<file path="src/rtl/tank_sensor_emu.sv">
// Water-tank emulator: integrates fill/drain commands into a saturating volume
// and drives five thermometer-coded level-sensor lines (s5 lowest, s1 highest).
// Optional build macro TANK_LEAK_EN adds a periodic leak that drains one unit
// every LEAK_PERIOD cycles while the tank is not empty.
module tank_sensor_emu #(
  parameter int unsigned TICKS_PER_STEP  = 8,
  parameter int unsigned STEPS_PER_LEVEL = 4,
  parameter int unsigned LEAK_PERIOD     = 64,
  localparam int unsigned VOL_MAX        = 5 * STEPS_PER_LEVEL,
  localparam int unsigned VW             = $clog2(VOL_MAX + 1)
) (
  input  logic          clk,
  input  logic          rst,
  input  logic          fill,
  input  logic          drain,
  input  logic          clr_ovf,
  output logic          s1,
  output logic          s2,
  output logic          s3,
  output logic          s4,
  output logic          s5,
  output logic [2:0]    lvl,
  output logic [VW-1:0] vol,
  output logic          full,
  output logic          empty,
  output logic          ovf,
  output logic [1:0]    state
);

  localparam int unsigned PW = (TICKS_PER_STEP > 1) ? $clog2(TICKS_PER_STEP) : 1;

  typedef enum logic [1:0] {
    StIdle  = 2'b00,
    StFill  = 2'b01,
    StDrain = 2'b10,
    StAlarm = 2'b11
  } state_e;

  // Parameter sanity checks at elaboration time.
  if (TICKS_PER_STEP < 1) begin : g_bad_ticks
    $error("TICKS_PER_STEP must be >= 1");
  end
  if (LEAK_PERIOD < 1) begin : g_bad_leak
    $error("LEAK_PERIOD must be >= 1");
  end

  state_e          cmd;
  state_e          prev_cmd_q;
  state_e          state_q, state_d;
  logic [PW-1:0]   presc_q, presc_d, presc_eff;
  logic [VW-1:0]   vol_q, vol_d;
  logic            ovf_q, ovf_d;
  logic            tick, up, dn, ovf_set;
  logic            leak_hit;
  logic [4:0]      sens_q, sens_d;
  logic [2:0]      lvl_q, lvl_d;

  // Command decode: exactly one valve open selects a direction, otherwise idle.
  always_comb begin
    cmd = StIdle;
    if (fill && !drain) begin
      cmd = StFill;
    end else if (drain && !fill) begin
      cmd = StDrain;
    end
  end

`ifdef TANK_LEAK_EN
  localparam int unsigned LW = (LEAK_PERIOD > 1) ? $clog2(LEAK_PERIOD) : 1;

  logic [LW-1:0] leak_cnt_q;
  logic          leak_tick;

  assign leak_tick = (leak_cnt_q == LW'(LEAK_PERIOD - 1));
  assign leak_hit  = leak_tick && (vol_q != '0);

  // Free-running leak period counter, independent of commands.
  always_ff @(posedge clk or posedge rst) begin
    if (rst) begin
      leak_cnt_q <= '0;
    end else if (leak_tick) begin
      leak_cnt_q <= '0;
    end else begin
      leak_cnt_q <= leak_cnt_q + 1'b1;
    end
  end
`else
  assign leak_hit = 1'b0;
`endif

  // Next-state: prescaler, volume integration, sticky overflow and state code.
  always_comb begin
    // A new direction (or leaving idle) restarts the step period from zero.
    presc_eff = (cmd != prev_cmd_q) ? '0 : presc_q;
    tick      = (cmd != StIdle) && (presc_eff == PW'(TICKS_PER_STEP - 1));
    presc_d   = ((cmd == StIdle) || tick) ? '0 : presc_eff + 1'b1;

    up      = tick && (cmd == StFill);
    dn      = tick && (cmd == StDrain);
    // A leak cancels a coinciding fill step, so it cannot overflow.
    ovf_set = up && !leak_hit && (vol_q == VW'(VOL_MAX));

    vol_d = vol_q;
    if (up) begin
      if (!leak_hit && (vol_q != VW'(VOL_MAX))) begin
        vol_d = vol_q + 1'b1;
      end
    end else if (dn) begin
      if (leak_hit) begin
        vol_d = (vol_q >= VW'(2)) ? vol_q - VW'(2) : '0;
      end else if (vol_q != '0) begin
        vol_d = vol_q - 1'b1;
      end
    end else if (leak_hit) begin
      vol_d = vol_q - 1'b1;
    end

    // Set wins over clear.
    if (ovf_set) begin
      ovf_d = 1'b1;
    end else if (clr_ovf) begin
      ovf_d = 1'b0;
    end else begin
      ovf_d = ovf_q;
    end

    state_d = ovf_d ? StAlarm : cmd;
  end

  // Main tank state registers.
  always_ff @(posedge clk or posedge rst) begin
    if (rst) begin
      prev_cmd_q <= StIdle;
      presc_q    <= '0;
      vol_q      <= '0;
      ovf_q      <= 1'b0;
      state_q    <= StIdle;
    end else begin
      prev_cmd_q <= cmd;
      presc_q    <= presc_d;
      vol_q      <= vol_d;
      ovf_q      <= ovf_d;
      state_q    <= state_d;
    end
  end

  // Sensor thresholds on the registered volume; result is a thermometer code.
  always_comb begin
    sens_d = '0;
    lvl_d  = '0;
    for (int k = 0; k < 5; k++) begin
      sens_d[k] = (vol_q >= VW'((k + 1) * STEPS_PER_LEVEL));
      lvl_d     = lvl_d + {2'b00, sens_d[k]};
    end
  end

  // Sensor outputs lag the volume by one cycle.
  always_ff @(posedge clk or posedge rst) begin
    if (rst) begin
      sens_q <= '0;
      lvl_q  <= '0;
    end else begin
      sens_q <= sens_d;
      lvl_q  <= lvl_d;
    end
  end

  assign s5    = sens_q[0];
  assign s4    = sens_q[1];
  assign s3    = sens_q[2];
  assign s2    = sens_q[3];
  assign s1    = sens_q[4];
  assign lvl   = lvl_q;
  assign vol   = vol_q;
  assign full  = (vol_q == VW'(VOL_MAX));
  assign empty = (vol_q == '0);
  assign ovf   = ovf_q;
  assign state = state_q;

endmodule
</file>
<file path="config.mk">
export PLATFORM = sky130hd
export DESIGN_NAME = tank_sensor_emu
export DESIGN_NICKNAME = d
export VERILOG_FILES = /design/src/rtl/tank_sensor_emu.sv
export SDC_FILE = /design/constraint.sdc
export NUM_CORES = 1
export LEC_CHECK = 0
export CAP_MARGIN = 20
export CORE_AREA = 2 2 45 47
export CTS_BUF_LIST = sky130_fd_sc_hd__clkbuf_4
export DETAILED_ROUTE_END_ITERATION = 12
export DIE_AREA = 0 0 47 49
export DONT_BUFFER_PORTS = 1
export PLACE_DENSITY = 0.75
export SETUP_SLACK_MARGIN = 0.5
export SLEW_MARGIN = 25
export SYNTH_ARGS = -nofsm -noshare
export SYNTH_HDL_FRONTEND = slang
export SYNTH_SLANG_ARGS = --single-unit
export TNS_END_PERCENT = 1
</file>
<file path="constraint.sdc">
create_clock -name clk -period 3.3 [get_ports clk]
set_input_delay 0.33 -clock clk [delete_from_list [all_inputs] [get_ports clk]]
set_output_delay 0.33 -clock clk [all_outputs]
set_load 0.02 [all_outputs]
</file>
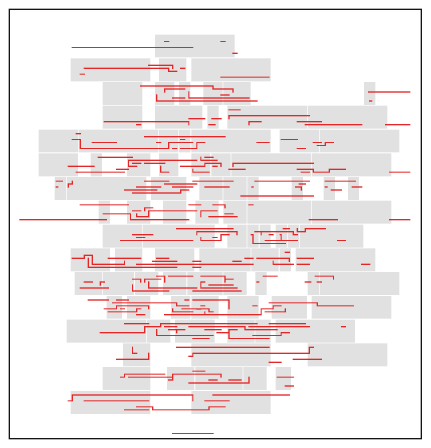
Fig. 1. The metal 1 layer.
Cells faint in the background.
longest straight run	13.8 µm
nets with wire on the layer	100
wire length on this layer	726 µm
share of all routed wire	44%

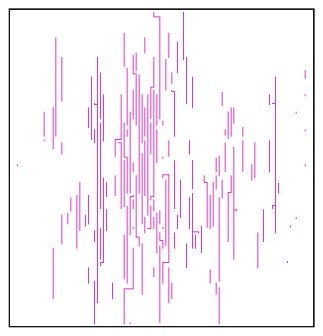
Fig. 2. Met2 routing.
longest straight run	38.1 µm
nets with wire on the layer	95
main direction	vertical
wire length on this layer	794 µm

==> run notes <==
• **run status** complete, no violations
• **final setup fails** 0
• **synthesized-area fraction occupied by adder cells** 17.5%
• **maximum buffer depth of the clock tree** 2
• **setup repair after global routing missed its margin** no
• **largest net degree at the start of global routing** 22
• **register area** 526 µm²
• **number of antenna violations at the first check in global routing** 0
• **static leakage** 0.611 nW
• **Post-Synth XOR/XNOR Area** 4.96%
• **post-detailed-route via-to-cell ratio** 5.14
• **Post-synth EDFFs** 0
• **Detailed Route WL** 1.65 mm
• **# Cells Yosys** 86
• **instance count of the mapped netlist** 86
• **number of violations reported at the end of detailed-routing iteration 0** 14
• **Max Fanout on Critical Path** 4
• **antenna cell count** 0
• **synthesis area per yosys** 1060 µm²
• **proportion of synthesized chip area in sequential cells** 49.6%
• **Dominant combinational family** adder cells
• **worst path required time** 3480 ps
• **maximum ir drop on the vdd rail** 0.000242 V
• **IO buf count** 0
• **Core Footprint** 1840 µm²
• **Worst R2R Setup Slack** 640 ps
• **total number of nets in the final design** 112
• **cell area after technology mapping** 1060 µm²
• **max_slew headroom** 49.2%
• **area of all placed cells without fillers** 1160 µm²
• **share of final-layout standard cells stronger than drive strength 1** 19.4%
• **time the final worst path needs with I/O delays and setup** 2660 ps
• **CP Data Arrival Time** 2840 ps
• **final worst-path cycle share** 80.6%
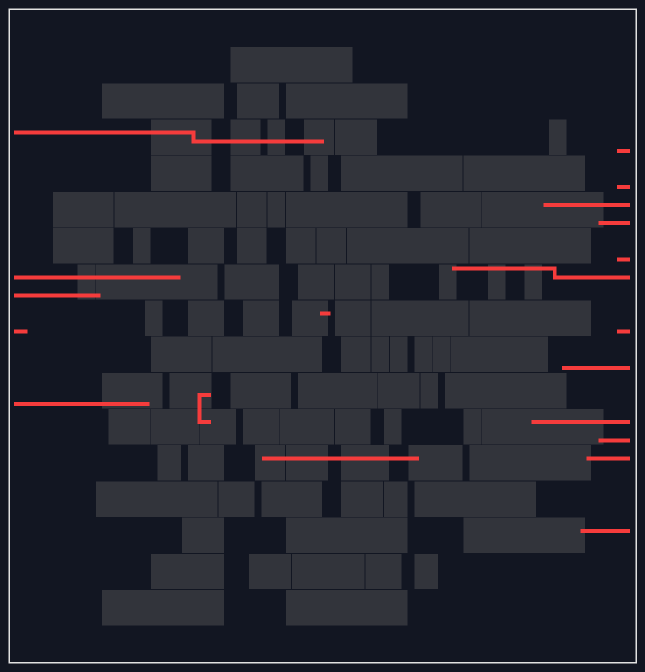
Fig. 3. Met3 routing.
Cells faint in the background.
longest straight run	13.3 µm
share of all routed wire	6.9%
nets with wire on the layer	19
wire length on this layer	113 µm

-- area by class of cell --
class	instances	share of cell area, %
Clock buffer	4	2.59
Multi-Input combinational cell	50	41.6
Timing Repair Buffer	4	2.59
Tap cell	27	2.92
Inverter	14	4.97
Sequential cell	21	45.4
-- Yosys cell counts, types with 2 or more instances --
cell	instances	share of area [%]
dfrtp_1	21	50
inv_1	13	4.6
ha_1	10	12
xor2_1	4	3.3
and2_1	3	1.8
fa_1	3	5.7
nand2_1	3	1.1
a21o_1	2	1.4
a21oi_1	2	0.94
mux2_4	2	2.8
mux2i_1	2	1.9
nor2_1	2	0.71
nor3b_1	2	1.4
or2_1	2	1.2
xnor2_1	2	1.7
-- path summary, 6_finish.rpt --
check | to | start | cells after the start
min | sens_q[2]$_DFF_PP0_ | rst | 1
max reg2reg | vol[3]$_DFFE_PP0P_ | prev_cmd_q[1]$_DFF_PP0_ | 13
min reg2reg | presc_q[0]$_DFF_PP0_ | presc_q[0]$_DFF_PP0_ | 2
max in group asynchronous | state[1]$_DFF_PP0_ | rst | 1
max | vol[3]$_DFFE_PP0P_ | prev_cmd_q[1]$_DFF_PP0_ | 13
min in group clk | ovf$_DFF_PP0_ | clr_ovf | 1
-- flip-flops by register name (all words and copies together) (netlist names) --
name	cells
sens_q	5
vol	5
lvl	3
presc_q	3
prev_cmd_q	2
state	2
ovf	1
-- kinds of logic (layout without fill, tap and decap cells) --
group,count (synthesis),after routing
DFF,21,21
adders and majority gates,13,13
muxes,4,4
buffers and inverters,15,22
xor gates and xnor gates,6,6
AOI/OAI and AO/OA,8,8
and+or+nand+nor,19,19
-- per-stage QoR --
step	total power, mW	std cells	setup WS [ps]	utilization (%)
after CTS	0.416	116	512	60.8
after global placement	0.292	112	384	59.2
final	0.414	120	641	62.9
after global routing	0.439	120	495	62.9
after detailed placement	0.293	112	256	59.2
after floorplan	0.288	86	586	-
-- critical path, cell delays in order (launching register included) --
cell and delay [ps]:
dfrtp_1 390, xor2_1 140, nor2_1 140, and2_1 180
ha_1 180, ha_2 230, nand3b_1 170, buf_4 190
buf_4 120, ha_1 260, a21o_1 150, a21oi_1 160
xor2_1 150, mux2i_1 80
-- power by group --
| group | total (mW) | switching (mW) | internal, mW | leakage [nW] |
|---|---|---|---|---|
| combinational | 0.0216 | 0.0133 | 0.00833 | 0.327 |
| clock | 0.126 | 0.0709 | 0.0551 | 0.0184 |
| sequential | 0.266 | 0.00376 | 0.263 | 0.266 |
-- cells in the final DEF, fill, tap and decap left out, types with 2 or more instances in the layout --
master,Yosys,layout
dfrtp_1,21,21
inv_1,13,13
ha_1,10,9
xor2_1,4,4
clkbuf_4,0,4
buf_4,0,4
and2_1,3,3
nand2_1,3,3
a21o_1,2,2
mux2i_1,2,2
xnor2_1,2,2
nor2_1,2,2
nor3b_1,2,2
or2_1,2,2
mux2_4,2,2
fa_1,3,2
-- layer usage --
layer | routed length [µm] | track usage (%) | vias up
li1 | - | - | 290
met1 | 725 | 23.0 | 302
met2 | 793 | 22.6 | 23
met3 | 113 | 4.44 | 2
met4 | 12 | 5.09 | 0
met5 | 0 | 0 | -
No activity file was given, so power comes from the tool's default toggle rates.
